Fig. 1: clock nets
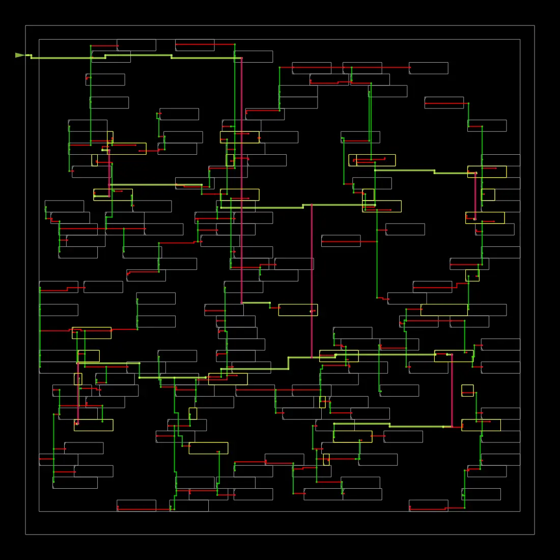
Fig. 2: port wiring
(4 px per um)
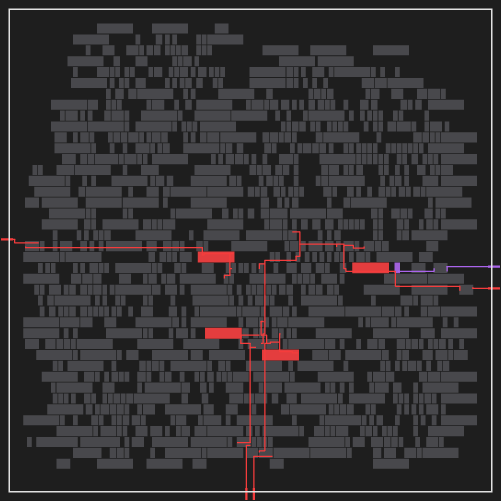
**config.mk**
```make
export PLATFORM = sky130hd
export DESIGN_NAME = mux_select_scan_controller
export DESIGN_NICKNAME = d
export VERILOG_FILES = /design/src/rtl/mux_select_scan_controller.sv
export SDC_FILE = /design/constraint.sdc
export NUM_CORES = 1
export LEC_CHECK = 0
export ABC_AREA = 1
export ABC_CLOCK_PERIOD_IN_PS = 3950
export CAP_MARGIN = 40
export CORE_MARGIN = 3
export CORE_UTILIZATION = 55
export CTS_CLUSTER_SIZE = 14
export DETAILED_ROUTE_END_ITERATION = 8
export GPL_ROUTABILITY_DRIVEN = 0
export HOLD_SLACK_MARGIN = 0.03
export PLACE_DENSITY = 0.72
export SLEW_MARGIN = 15
export SYNTH_ARGS = -nofsm -noshare
export SYNTH_HDL_FRONTEND = slang
export SYNTH_SLANG_ARGS = --single-unit
```
**constraint.sdc**
```tcl
create_clock -name clkFromBoard -period 3.95 [get_ports clkFromBoard]
set_input_delay 0.395 -clock clkFromBoard [delete_from_list [all_inputs] [get_ports clkFromBoard]]
set_output_delay 0.395 -clock clkFromBoard [all_outputs]
set_load 0.01 [all_outputs]
```
**src/rtl/mux_select_scan_controller.sv**
```systemverilog
// Mux select sequencer: debounced buttons drive MANUAL / SCAN_RUN / SCAN_HOLD modes.
// Optional `SKIP_ZERO_EN: dwell advances skip to the next index whose switch is on.
module mux_select_scan_controller #(
  parameter int unsigned DEBOUNCE_CYCLES = 1_000_000,
  parameter int unsigned DWELL_CYCLES    = 100_000_000
) (
  input  logic        clkFromBoard,
  input  logic        resetButtonActiveLow,
  input  logic        upBtn,
  input  logic        downBtn,
  input  logic        leftBtn,
  input  logic        rightBtn,
  input  logic [15:0] physicalSwitchInputs,
  output logic [3:0]  selectorLineForMUX,
  output logic        scanModeActive,
  output logic        scanPaused,
  output logic        selChangeStrobe
);

  localparam int unsigned DebW   = $clog2(DEBOUNCE_CYCLES + 1);
  localparam int unsigned DwellW = $clog2(DWELL_CYCLES + 1);

  typedef enum logic [1:0] {MANUAL, SCAN_RUN, SCAN_HOLD} state_t;

  state_t            state, stateNext;
  logic [3:0]        sel, selNext, advSel;
  logic [DwellW-1:0] dwell, dwellNext;
  logic              strobe;

  // Reset asserts asynchronously but releases on a clock edge.
  logic [1:0] rstSync;
  logic       rstN;

  always_ff @(posedge clkFromBoard or negedge resetButtonActiveLow) begin
    if (!resetButtonActiveLow) rstSync <= '0;
    else                       rstSync <= {rstSync[0], 1'b1};
  end

  assign rstN = rstSync[1];

  // Button index: 0 up, 1 down, 2 left, 3 right.
  logic [3:0]     rawBtn, sync1, sync2, debLevel, press;
  logic [DebW-1:0] debCnt [4];

  assign rawBtn = {rightBtn, leftBtn, downBtn, upBtn};

  always_ff @(posedge clkFromBoard or negedge rstN) begin
    if (!rstN) begin
      sync1    <= '0;
      sync2    <= '0;
      debLevel <= '0;
      press    <= '0;
      for (int unsigned i = 0; i < 4; i++) debCnt[i] <= '0;
    end else begin
      sync1 <= rawBtn;
      sync2 <= sync1;
      press <= '0;
      for (int unsigned i = 0; i < 4; i++) begin
        if (sync2[i] != debLevel[i]) begin
          if (debCnt[i] == DebW'(DEBOUNCE_CYCLES - 1)) begin
            debLevel[i] <= sync2[i];
            press[i]    <= sync2[i];
            debCnt[i]   <= '0;
          end else begin
            debCnt[i] <= debCnt[i] + DebW'(1);
          end
        end else begin
          debCnt[i] <= '0;
        end
      end
    end
  end

`ifdef SKIP_ZERO_EN
  function automatic logic [3:0] nextLitIndex(input logic [3:0] cur, input logic [15:0] sw);
    logic [3:0] res;
    logic [3:0] idx;
    logic       found;
    res   = cur + 4'd1;
    found = 1'b0;
    for (int unsigned i = 1; i < 16; i++) begin
      idx = cur + 4'(i);
      if (!found && sw[idx]) begin
        res   = idx;
        found = 1'b1;
      end
    end
    // Only the current input lit: stay put rather than stepping onto a dark one.
    if (!found && sw[cur]) res = cur;
    return res;
  endfunction

  assign advSel = nextLitIndex(sel, physicalSwitchInputs);
`else
  logic unusedSwitches;
  assign unusedSwitches = ^physicalSwitchInputs;
  assign advSel         = sel + 4'd1;
`endif

  logic stepUp, stepDown;

  always_comb begin
    stateNext = state;
    selNext   = sel;
    dwellNext = dwell;
    stepUp    = press[0] & ~press[1];
    stepDown  = press[1] & ~press[0];
    case (state)
      MANUAL: begin
        if (press[2]) begin
          stateNext = SCAN_RUN;
          dwellNext = '0;
        end else if (stepUp) begin
          selNext = sel + 4'd1;
        end else if (stepDown) begin
          selNext = sel - 4'd1;
        end
      end
      SCAN_RUN: begin
        if (press[2]) begin
          stateNext = MANUAL;
        end else if (press[3]) begin
          stateNext = SCAN_HOLD;
        end else if (dwell == DwellW'(DWELL_CYCLES - 1)) begin
          dwellNext = '0;
          selNext   = advSel;
        end else begin
          dwellNext = dwell + DwellW'(1);
        end
      end
      SCAN_HOLD: begin
        if (press[2]) begin
          stateNext = MANUAL;
        end else if (press[3]) begin
          stateNext = SCAN_RUN;
          dwellNext = '0;
        end else if (stepUp) begin
          selNext = sel + 4'd1;
        end else if (stepDown) begin
          selNext = sel - 4'd1;
        end
      end
      default: stateNext = MANUAL;
    endcase
  end

  always_ff @(posedge clkFromBoard or negedge rstN) begin
    if (!rstN) begin
      state  <= MANUAL;
      sel    <= '0;
      dwell  <= '0;
      strobe <= 1'b0;
    end else begin
      state  <= stateNext;
      sel    <= selNext;
      dwell  <= dwellNext;
      strobe <= (selNext != sel);
    end
  end

  assign selectorLineForMUX = sel;
  assign scanModeActive     = (state != MANUAL);
  assign scanPaused         = (state == SCAN_HOLD);
  assign selChangeStrobe    = strobe;

endmodule

```
==> run summary <==
Summary of the current implementation state.

- For reference, the critical path cell chain is inv_1 > nand2_1 > inv_1 > clkdlybuf4s50_1.
- The core utilization before placement is 56.7%, for reference.
- The global-route wire length before repair is 24.6 mm, for reference.
- For this floorplan the total number of well-tap instances is 172.
- For this block, the routed nets add up to 13.9 mm of wire.
- By instance count, the cell type seen most on the critical path is sky130_fd_sc_hd__inv_1.
- Setup total negative slack on the finished layout was measured at 0 ns.
- Registers take 3310 um2.
- The area share of fa/ha/maj cells after synthesis is 1.22%, for reference.
- In the Yosys report the total cell count is 924.
- The total standard cell area after synthesis is 7180 um2, for reference.
- Detailed-route iteration 0 reported a violation count of 387.
- After filler insertion, the fill cell instance count of the layout stands at 1130.
- After Yosys synthesis, AND-OR and OR-AND compound gates account for 3.77% of the synthesized area.
- The power group with the highest consumption is clock, for reference.
- The routed length on met1 is 6.84 mm, for reference.
- Summed over all instances, the cell type with the most area after synthesis is sky130_fd_sc_hd__dfrtp_1.
- The met3 demand-to-capacity share in global routing is 5.47%, for reference.
- The area growth from synthesis to layout is 11.8%, for reference.
- The post-route total power is 0.00288 W, for reference.
- For flop-to-flop paths, the worst setup slack is 1.91 ns.
- The worst min-delay path class is in2async, for reference.
- The script computed a power per unit cell area of 358 nW/um2.
- The smallest setup slack after layout is 1.69 ns, for reference.
- The tally of unique sky130hd cells used after synthesis is 43, for reference.
- The final layout net count is 974, for reference.
- The yosys synthesis chip area is 7180 um2, for reference.
- The number of clock buffers inserted by TritonCTS is 17, for reference.
- Net switching is 21.4% of the power.
- The most frequently used cell type in the post-synthesis netlist is sky130_fd_sc_hd__nand2_1, for reference.
- The part of the power in combinational logic is 2.5%, for reference.
- The area fraction in mux cells is 0.157%, for reference.
- Summed over its instances, the top area cell type makes up 46.0% of the synthesized netlist area.
- The capture point of the worst register-to-register path is recorded as dwell[16].
- The placeable core region is 12700 um2, for reference.
- The global-route total usage across every layer is 21.0%, for reference.
- The warning tally printed by Yosys for this design is 0.
- In the final layout, clock buffers and inverters account for 6.69% of the cell area.
- The final hold slack is 0.134 ns, for reference.
- The largest buffer count on any clock path is 2, for reference.
- The number of cell instances on the worst register-to-register path is 8, for reference.
- The analysis reports a worst IR drop on VDD of 0.293 mV.
- The element type at the critical path end is a primary output, for reference.
- The utilization after layout is 63.3%, for reference.
- The cell kind with the greatest summed area is multi-input combinational cells, for reference.
- The layout cell share with drive strength beyond 1 is 7.31%, for reference.
- Clock skew on the completed layout was measured at 0.00726 ns.
- For this run, the leading register cell type out of synthesis is sky130_fd_sc_hd__dfrtp_1.
- The net count entering floorplan is 953, for reference.
- The die covers 14500 um2.
- STA classifies the critical path startpoint as a flip-flop.
- Looking at the global route congestion table, the highest-usage layer is met2.
- Per the layout report, the design carries 122 non-clock inverters.
- The number of hold buffers added after CTS was 0.
- The power report lists the combinational group at 0.0000709 W.
- Yosys mapped a number of flops with a built-in enable equal to 0.
- The clock tree from TritonCTS is yes, for reference.
- The type of the setup path with the least slack is reg2out, for reference.
- In this design, the stage delay of the slowest critical-path cell is 0.54 ns.
- After clock tree synthesis, the clock-pin slew on the worst setup and hold paths is 0.05 ns.
- Yosys attributes the largest share of cell area to sky130_fd_sc_hd__dfrtp_1, sky130_fd_sc_hd__nand2_1, sky130_fd_sc_hd__nor2_1.
- The count of pins on the block boundary is 29, for reference.
- Setup slack on the worst path after placement came out at 1.92 ns.
- Summed over all nets, the half-perimeter wirelength after detailed placement is 9.83 mm.
- Synthesis produced a netlist whose cell count is 924.
- The number of DRC violations after detailed routing is 0, for reference.
- The routed length per instance is 12.3 um, for reference.
- Routing resource usage on met1 recorded by global route was 29.2%.
- The initial antenna violation count is 0, for reference.
- The flow reports power dissipated in sequential cells as 0.00138 W.
- The simple-gate area share of the yosys netlist is 35.0%, for reference.
- The clock period minus final worst setup slack is 2.26 ns, for reference.
- OpenROAD emitted warnings numbering 43.
- The met2 track demand over resource in global routing is 32.4%, for reference.
- The flow ran to the end, and the final reports show no timing, DRC or antenna violations.
- The remaining antenna violation count after routing is 0, for reference.
- The horizontal die dimension reported for this design is 120 um.
- The largest family of logic cells by area is simple AND/OR/NAND/NOR gates, for reference.
- The part of the Yosys area used for sequential elements is 46.0%, for reference.
- The launch point of the worst reg-to-reg path is press[2], for reference.
- The count of input and output buffers is 12, for reference.
- The ratio of routed vias to standard cells is 5.12, for reference.
- Setup violations remaining at the end of the flow were counted as 0.
-- Fig. 1 (at the start) --
latest clock arrival within the worst-skew pair: 0.42 ns
clock group power: 0.00143 W
Flop Count: 132

-- Fig. 2 (at the start) --
| color | port | bits | direction | end cells | wire |
|---|---|---|---|---|---|
| red | selectorLineForMUX | 4 | output | 4 | 288 um |
| purple | scanModeActive | 1 | output | 1 | 21.6 um |

## state kept, by name, indices dropped and copies added (netlist names)
name,flops
debCnt,80
dwell,27
debLevel,4
press,4
selectorLineForMUX,4
sync1,4
sync2,4
rstSync,2
state,2
selChangeStrobe,1
## worst max path at each step
| stage | depth (start not counted) | endpoint | start | slack, ns |
|---|---|---|---|---|
| finish | 4 | scanPaused | state[0] | 1.69 |
| global route | 4 | scanPaused | state[0] | 1.58 |
| CTS | 4 | scanPaused | state[0] | 1.67 |
| detailed placement | 8 | dwell[10] | press[2] | 1.92 |
| global placement | 8 | dwell[10] | press[2] | 1.94 |
| floorplan | 0 | debCnt[0] | rstSync[1] | 0.00006 |
## cells in the final DEF (no fill, tap or decap), types with 8 or more instances in the layout
cell | synthesis | layout
sky130_fd_sc_hd__a21oi_1 | 16 | 16
sky130_fd_sc_hd__nor3_1 | 49 | 49
sky130_fd_sc_hd__nor2_1 | 166 | 166
sky130_fd_sc_hd__nor3b_1 | 8 | 8
sky130_fd_sc_hd__clkbuf_16 | 0 | 17
sky130_fd_sc_hd__nand2_1 | 201 | 201
sky130_fd_sc_hd__nand4_1 | 29 | 29
sky130_fd_sc_hd__clkdlybuf4s50_1 | 0 | 12
sky130_fd_sc_hd__inv_1 | 115 | 115
sky130_fd_sc_hd__nand3_1 | 48 | 48
sky130_fd_sc_hd__xnor2_1 | 9 | 9
sky130_fd_sc_hd__dfrtp_1 | 132 | 131
sky130_fd_sc_hd__o21ai_0 | 13 | 13
sky130_fd_sc_hd__xor2_1 | 43 | 43
## kinds of logic after synthesis
logic type,Yosys count
and+or+nand+nor,550
buffers and inverters,134
DFF,132
xor gates and xnor gates,52
AOI/OAI and AO/OA,47
adders and majority gates,7
other,1
muxes,1
No activity file was given, so power comes from the tool's default toggle rates.
